===== config.mk =====
export PLATFORM = sky130hd
export DESIGN_NAME = bcd_seg_display_flat
export DESIGN_NICKNAME = d
export VERILOG_FILES = /design/src/rtl/bcd_seg_display_if.sv /design/src/rtl/bcd_seg_display.sv /design/src/flat_wrapper.sv
export SDC_FILE = /design/constraint.sdc
export NUM_CORES = 1
export LEC_CHECK = 0
export CAP_MARGIN = 20
export CORE_MARGIN = 2
export CORE_UTILIZATION = 58
export CTS_CLUSTER_DIAMETER = 60
export DETAILED_ROUTE_END_ITERATION = 7
export GPL_ROUTABILITY_DRIVEN = 0
export MAX_ROUTING_LAYER = met4
export PLACE_DENSITY_LB_ADDON = 0.3
export SLEW_MARGIN = 5
export SYNTH_ARGS = -nofsm -noshare
export SYNTH_HDL_FRONTEND = slang
export SYNTH_SLANG_ARGS = --single-unit

===== constraint.sdc =====
create_clock -name clock -period 2.1 [get_ports clock]
set_clock_uncertainty 0.1 [all_clocks]
set_input_delay 0.63 -clock clock [delete_from_list [all_inputs] [get_ports clock]]
set_output_delay 0.63 -clock clock [all_outputs]
set_load 0.03 [all_outputs]

===== src/rtl/bcd_seg_display_if.sv =====
// Handshake and data bundle between a requester and bcd_seg_display.
// The requester (master) drives load/value/blank_lz; the converter (slave)
// returns busy/valid/overflow and the registered segment patterns.
interface bcd_seg_display_if #(
  parameter int DIGITS   = 2,
  parameter int IN_WIDTH = 32
);
  logic                  load;
  logic [IN_WIDTH-1:0]   value;
  logic                  blank_lz;
  logic                  busy;
  logic                  valid;
  logic                  overflow;
  logic [7*DIGITS-1:0]   segs;

  modport master (
    output load, value, blank_lz,
    input  busy, valid, overflow, segs
  );

  modport slave (
    input  load, value, blank_lz,
    output busy, valid, overflow, segs
  );
endinterface


===== src/rtl/bcd_seg_display.sv =====
// Binary to multi-digit seven-segment converter.
// A load in IDLE captures the value, then CONV runs one double-dabble step per
// cycle (MSB first) for IN_WIDTH cycles, and UPDATE registers the decoded
// active-low segment patterns together with an overflow flag and a valid pulse.
module bcd_seg_display #(
  parameter int DIGITS   = 2,
  parameter int IN_WIDTH = 32
) (
  input  logic              clock,
  input  logic              resetn,
  bcd_seg_display_if.slave  bus
);

  // Enough nibbles that no intermediate double-dabble result is truncated.
  localparam int NIB = (IN_WIDTH + 2) / 3 + 1;
  localparam int AW  = NIB * 4;
  localparam int SW  = 7 * DIGITS;
  localparam int CW  = $clog2(IN_WIDTH + 1);

  localparam logic [6:0] SEG_DASH  = 7'b0111111;
  localparam logic [6:0] SEG_BLANK = 7'b1111111;

  typedef enum logic [1:0] {IDLE, CONV, UPDATE} state_t;

  state_t              state_q, state_d;
  logic [CW-1:0]       cnt_q;
  logic [IN_WIDTH-1:0] shreg_q;
  logic [AW-1:0]       acc_q;
  logic                blank_q;
  logic [SW-1:0]       segs_q;
  logic                ovf_q;
  logic                valid_q;

  logic                capture_en, shift_en, update_en, busy;
  logic                last_shift;
  logic [AW-1:0]       acc_adj;
  logic [AW-1:0]       acc_shift;
  logic [DIGITS*4-1:0] dig_w;
  logic [NIB-1:0]      hi_nz;
  logic                ovf_d;
  logic [SW-1:0]       segs_d;

  // Active-low gfedcba pattern of one BCD digit; non-BCD codes show blank.
  function automatic logic [6:0] seg7(input logic [3:0] d);
    case (d)
      4'd0:    seg7 = 7'b1000000;
      4'd1:    seg7 = 7'b1111001;
      4'd2:    seg7 = 7'b0100100;
      4'd3:    seg7 = 7'b0110000;
      4'd4:    seg7 = 7'b0011001;
      4'd5:    seg7 = 7'b0010010;
      4'd6:    seg7 = 7'b0000010;
      4'd7:    seg7 = 7'b1111000;
      4'd8:    seg7 = 7'b0000000;
      4'd9:    seg7 = 7'b0010000;
      default: seg7 = 7'b1111111;
    endcase
  endfunction

  assign last_shift = (cnt_q == CW'(IN_WIDTH - 1));

  // State register.
  always_ff @(posedge clock or negedge resetn) begin
    if (!resetn) state_q <= IDLE;
    else         state_q <= state_d;
  end

  // Next-state logic: loads are only honoured in IDLE.
  always_comb begin
    state_d = state_q;
    case (state_q)
      IDLE:    if (bus.load) state_d = CONV;
      CONV:    if (last_shift) state_d = UPDATE;
      UPDATE:  state_d = IDLE;
      default: state_d = IDLE;
    endcase
  end

  // Output/control decode from the current state only.
  always_comb begin
    busy       = (state_q != IDLE);
    capture_en = (state_q == IDLE) && bus.load;
    shift_en   = (state_q == CONV);
    update_en  = (state_q == UPDATE);
  end

  // Add-3 correction on every nibble, then shift in the next input bit.
  for (genvar gi = 0; gi < NIB; gi++) begin : g_adj
    assign acc_adj[gi*4 +: 4] = (acc_q[gi*4 +: 4] >= 4'd5) ?
                                (acc_q[gi*4 +: 4] + 4'd3) : acc_q[gi*4 +: 4];
  end
  assign acc_shift = (acc_adj << 1) | {{(AW-1){1'b0}}, shreg_q[IN_WIDTH-1]};

  // Displayed digits; digits beyond the accumulator width read as zero.
  for (genvar gi = 0; gi < DIGITS; gi++) begin : g_dig
    if (gi < NIB) begin : g_in
      assign dig_w[gi*4 +: 4] = acc_q[gi*4 +: 4];
    end else begin : g_out
      assign dig_w[gi*4 +: 4] = 4'd0;
    end
  end

  // Any nonzero nibble above the displayed digits means overflow.
  for (genvar gi = 0; gi < NIB; gi++) begin : g_hi
    if (gi >= DIGITS) begin : g_chk
      assign hi_nz[gi] = |acc_q[gi*4 +: 4];
    end else begin : g_low
      assign hi_nz[gi] = 1'b0;
    end
  end
  assign ovf_d = |hi_nz;

  // Per-digit pattern: dash on overflow, blank for suppressed leading zeros.
  for (genvar gi = 0; gi < DIGITS; gi++) begin : g_seg
    if (gi == 0) begin : g_lsd
      assign segs_d[6:0] = ovf_d ? SEG_DASH : seg7(dig_w[3:0]);
    end else begin : g_upper
      logic zero_above;
      assign zero_above = ~|dig_w[DIGITS*4-1 : gi*4];
      assign segs_d[gi*7 +: 7] = ovf_d ? SEG_DASH :
                                 (blank_q && zero_above) ? SEG_BLANK :
                                 seg7(dig_w[gi*4 +: 4]);
    end
  end

  // Datapath: capture, conversion steps and result registers.
  always_ff @(posedge clock or negedge resetn) begin
    if (!resetn) begin
      cnt_q   <= '0;
      shreg_q <= '0;
      acc_q   <= '0;
      blank_q <= 1'b0;
      segs_q  <= '1;
      ovf_q   <= 1'b0;
      valid_q <= 1'b0;
    end else begin
      valid_q <= 1'b0;
      if (capture_en) begin
        shreg_q <= bus.value;
        blank_q <= bus.blank_lz;
        acc_q   <= '0;
        cnt_q   <= '0;
      end
      if (shift_en) begin
        shreg_q <= shreg_q << 1;
        acc_q   <= acc_shift;
        cnt_q   <= cnt_q + CW'(1);
      end
      if (update_en) begin
        segs_q  <= segs_d;
        ovf_q   <= ovf_d;
        valid_q <= 1'b1;
      end
    end
  end

  assign bus.busy     = busy;
  assign bus.valid    = valid_q;
  assign bus.overflow = ovf_q;
  assign bus.segs     = segs_q;

endmodule


===== src/flat_wrapper.sv =====
// flat-port wrapper written by rule: the top's interface ports become plain ports
module bcd_seg_display_flat 
#(
  parameter int DIGITS   = 2,
  parameter int IN_WIDTH = 32
)
  (clock, resetn, bus_load, bus_value, bus_blank_lz, bus_busy, bus_valid, bus_overflow, bus_segs);
  bcd_seg_display_if #(.DIGITS(DIGITS), .IN_WIDTH(IN_WIDTH)) bus_i ();
  input  logic clock;
  input  logic resetn;
  input wire logic [$bits(bus_i.load)-1:0] bus_load;
  input wire logic [$bits(bus_i.value)-1:0] bus_value;
  input wire logic [$bits(bus_i.blank_lz)-1:0] bus_blank_lz;
  output wire logic [$bits(bus_i.busy)-1:0] bus_busy;
  output wire logic [$bits(bus_i.valid)-1:0] bus_valid;
  output wire logic [$bits(bus_i.overflow)-1:0] bus_overflow;
  output wire logic [$bits(bus_i.segs)-1:0] bus_segs;
  assign bus_i.load = bus_load;
  assign bus_i.value = bus_value;
  assign bus_i.blank_lz = bus_blank_lz;
  assign bus_busy = bus_i.busy;
  assign bus_valid = bus_i.valid;
  assign bus_overflow = bus_i.overflow;
  assign bus_segs = bus_i.segs;
  bcd_seg_display #(.DIGITS(DIGITS), .IN_WIDTH(IN_WIDTH)) u_core (.clock(clock), .resetn(resetn), .bus(bus_i));
endmodule

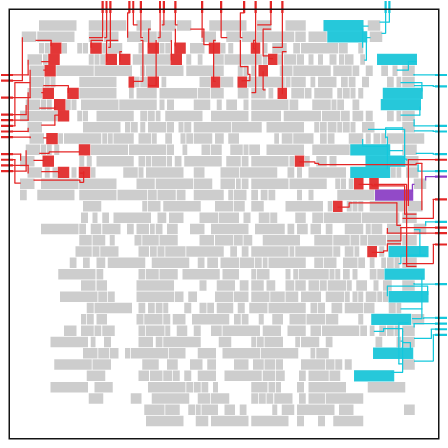
*Port wiring*
bus_segs -> cyan  # bits 14, direction output, edge 12 right, 2 top, end cells 14, buffers 14, wire 244 um
bus_valid -> purple  # bits 1, direction output, edge right, end cells 1, buffers 1, wire 5.50 um
bus_value -> red  # bits 32, direction input, edge 15 top, 12 left, 5 right, end cells 32, buffers 32, wire 588 um

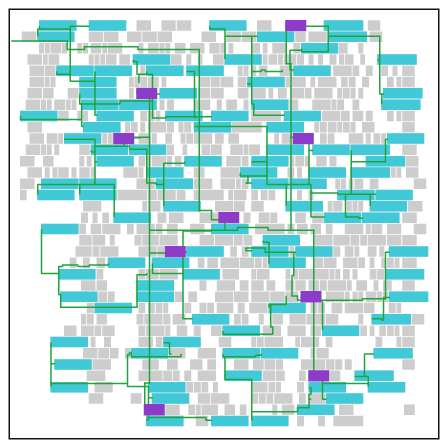
*Routed clock nets over the placement*
flip-flops -> cyan  # count 105
clock wires -> green  # length 1220 um
clock drivers -> purple  # count 9
flops lie = all over the die
routed clock nets = 10

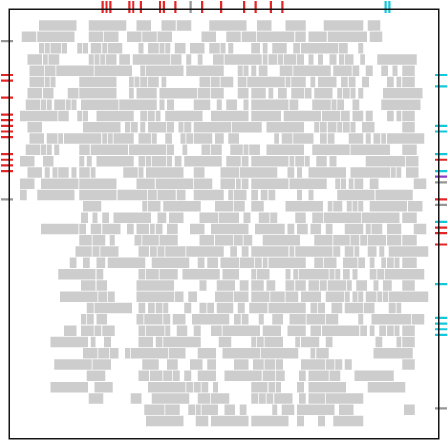
*I/O pins on the die edge*
Pins as bars across the die edge, other pins in gray.
bus_segs -> cyan  # pins 14, direction output, edge 12 right, 2 top
bus_value -> red  # pins 32, direction input, edge 15 top, 12 left, 5 right
bus_valid -> purple  # pins 1, direction output, edge right
all pins by edge = 21 right, 18 top, 14 left

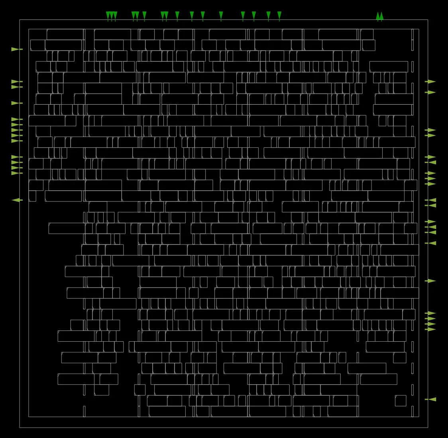
*Cell placement*
Layout Utilization: 68.6%
Seq area share: 40.0%
flip-flops: 105
core area: 0.00964 mm2

==> impl_metrics.py <==
# Physical implementation metrics
metrics = {
    "job": {
        "cap_violations": 0,
    },
    "worst_setup_path": {
        "slowest_delay_ns": 0.55,
        "r2r-end": "u_core.bus.segs[6]",
        "path_class": "flop to primary output",
        "critPathBufInv": 1,
        "worst_path_max_delay_cell": "dfstp_2",
        "critPathRequiredTime_ns": 1.37,
    },
    "final_timing": {
        "max_freq_ghz": 0.486,
        "finalHoldViolations": 0,
        "fin_crit_ns": 2.06,
        "worst_slew_margin_rel_pct": 59.5,
        "setup_slack_ns": 0.0405,
        "finalSetupViolations": 0,
    },
    "cts": {
        "cts.sinks": 105,
        "cts_made_buffers": 9,
        "cts_root_buf": "clkbuf_8",
    },
    "power_and_ir_drop": {
        "power_mw": 8.61,
        "p_clk_share_pct": 14.1,
        "power.density_mw_per_mm2": 1300,
    },
    "yosys": {
        "yosys_cells": 590,
        "top_cell_area_share_pct": 40.0,
        "synth.cellmix.adderShare_pct": 9.46,
        "netlist_area_mm2": 0.00569,
        "ys.flop_type": "dfrtp_1",
        "area_leaders": "dfrtp_1 40%, ha_1 9.5%, dfstp_2 6.5%",
        "ys_sh_simple_pct": 15.5,
        "synthCells": 590,
        "compound_area_share_pct": 17.7,
    },
    "global_route": {
        "grt_pass1_wl_um": 20000,
        "grt_max_degree": 43,
        "gr-total-overflow": 0,
    },
    "route": {
        "first_pass_iters": 5,
        "wl_per_cell_um": 15.7,
    },
    "run_status": {
        "status": "finished, final reports clean",
    },
    "cells_and_area": {
        "nNetsFinal": 719,
    },
}
[flip-flops by register name (all words and copies together) (netlist names)]
name                 cells
u_core.acc_q            48
u_core.shreg_q          32
u_core.bus.segs         14
u_core.cnt_q             6
u_core.state_q           2
u_core.blank_q           1
u_core.bus.overflow      1
u_core.bus.valid         1
[layout make-up]
type / count / area (um2)
Clock buffer: 10 / 128
Clock inverter: 6 / 57.6
Fill cell: 774 / 3030
Inverter: 30 / 113
Multi-Input combinational cell: 423 / 2790
Sequential cell: 105 / 2650
Tap cell: 133 / 166
Timing Repair Buffer: 71 / 712
[cells by family after synthesis]
group / after synthesis
buffers and inverters: 62
AND/OR/NAND/NOR: 185
XOR/XNOR: 21
multiplexers: 15
flip-flops: 105
AND-OR/OR-AND: 159
adder cells (fa/ha/maj): 43
[worst reg2reg max path: cells and delay by family (launching register included)]
kind                     cells  cell delay (ns)
buffers and inverters        2             0.28
AND-OR/OR-AND                1             0.15
AND/OR/NAND/NOR              3             0.81
adder cells (fa/ha/maj)      1             0.16
flip-flops                   1             0.43
[per-layer routing]
metal  wire length (um)  global-route usage (%)  vias up
li1                   -                       -     2170
met1               5440                    31.7     2224
met2               6040                    39.7       86
met3                445                    3.39       20
met4                276                    10.8        0
met5                  0                       -        -
[synthesized netlist by cell type (all sizes together), types with 12 or more instances]
cell,number
o31ai,21
dfrtp,91
nor2,47
inv,30
a22oi,22
o22ai,14
buf,16
dfstp,14
ha,43
nand2,67
nand2b,17
xnor2,12
a21oi,32
clkbuf,16
nand3,36
o21ai,48
[how the worst min path moves through the flow]
stage | from | cells after the start | slack, ns | to
final | resetn | 1 | 0.09 | u_core.acc_q[16]
after global routing | resetn | 1 | 0.11 | u_core.shreg_q[29]
after CTS | resetn | 1 | 0.09 | u_core.acc_q[6]
after detailed placement | u_core.shreg_q[12] | 2 | 0.37 | u_core.shreg_q[12]
after global placement | u_core.cnt_q[5] | 1 | 0.36 | u_core.cnt_q[5]
after floorplan | resetn | 0 | 0.23 | u_core.acc_q[0]
[repair_timing]
item	CTS	global route
setup buffers	0	0
gates cloned	0	0
hold buffers	0	0
gates resized	20	4
setup endpoints to repair	18	8
[per-stage QoR]
step                util (%)  hold slack, ns
finish                  68.6          0.0924
global route            68.6           0.113
CTS                     68.5          0.0945
detailed placement      66.8           0.365
global placement        66.8           0.358
floorplan                  -           0.234
[power groups by stage]
stage | logic, mW | clock network [mW] | registers, mW
after global placement | 3.59 | 0 | 3.52
after global routing | 4.38 | 1.32 | 3.66
after detailed placement | 3.82 | 0 | 3.56
after CTS | 3.84 | 1.25 | 3.53
final | 3.83 | 1.22 | 3.56
after floorplan | 3.05 | 0 | 3.31
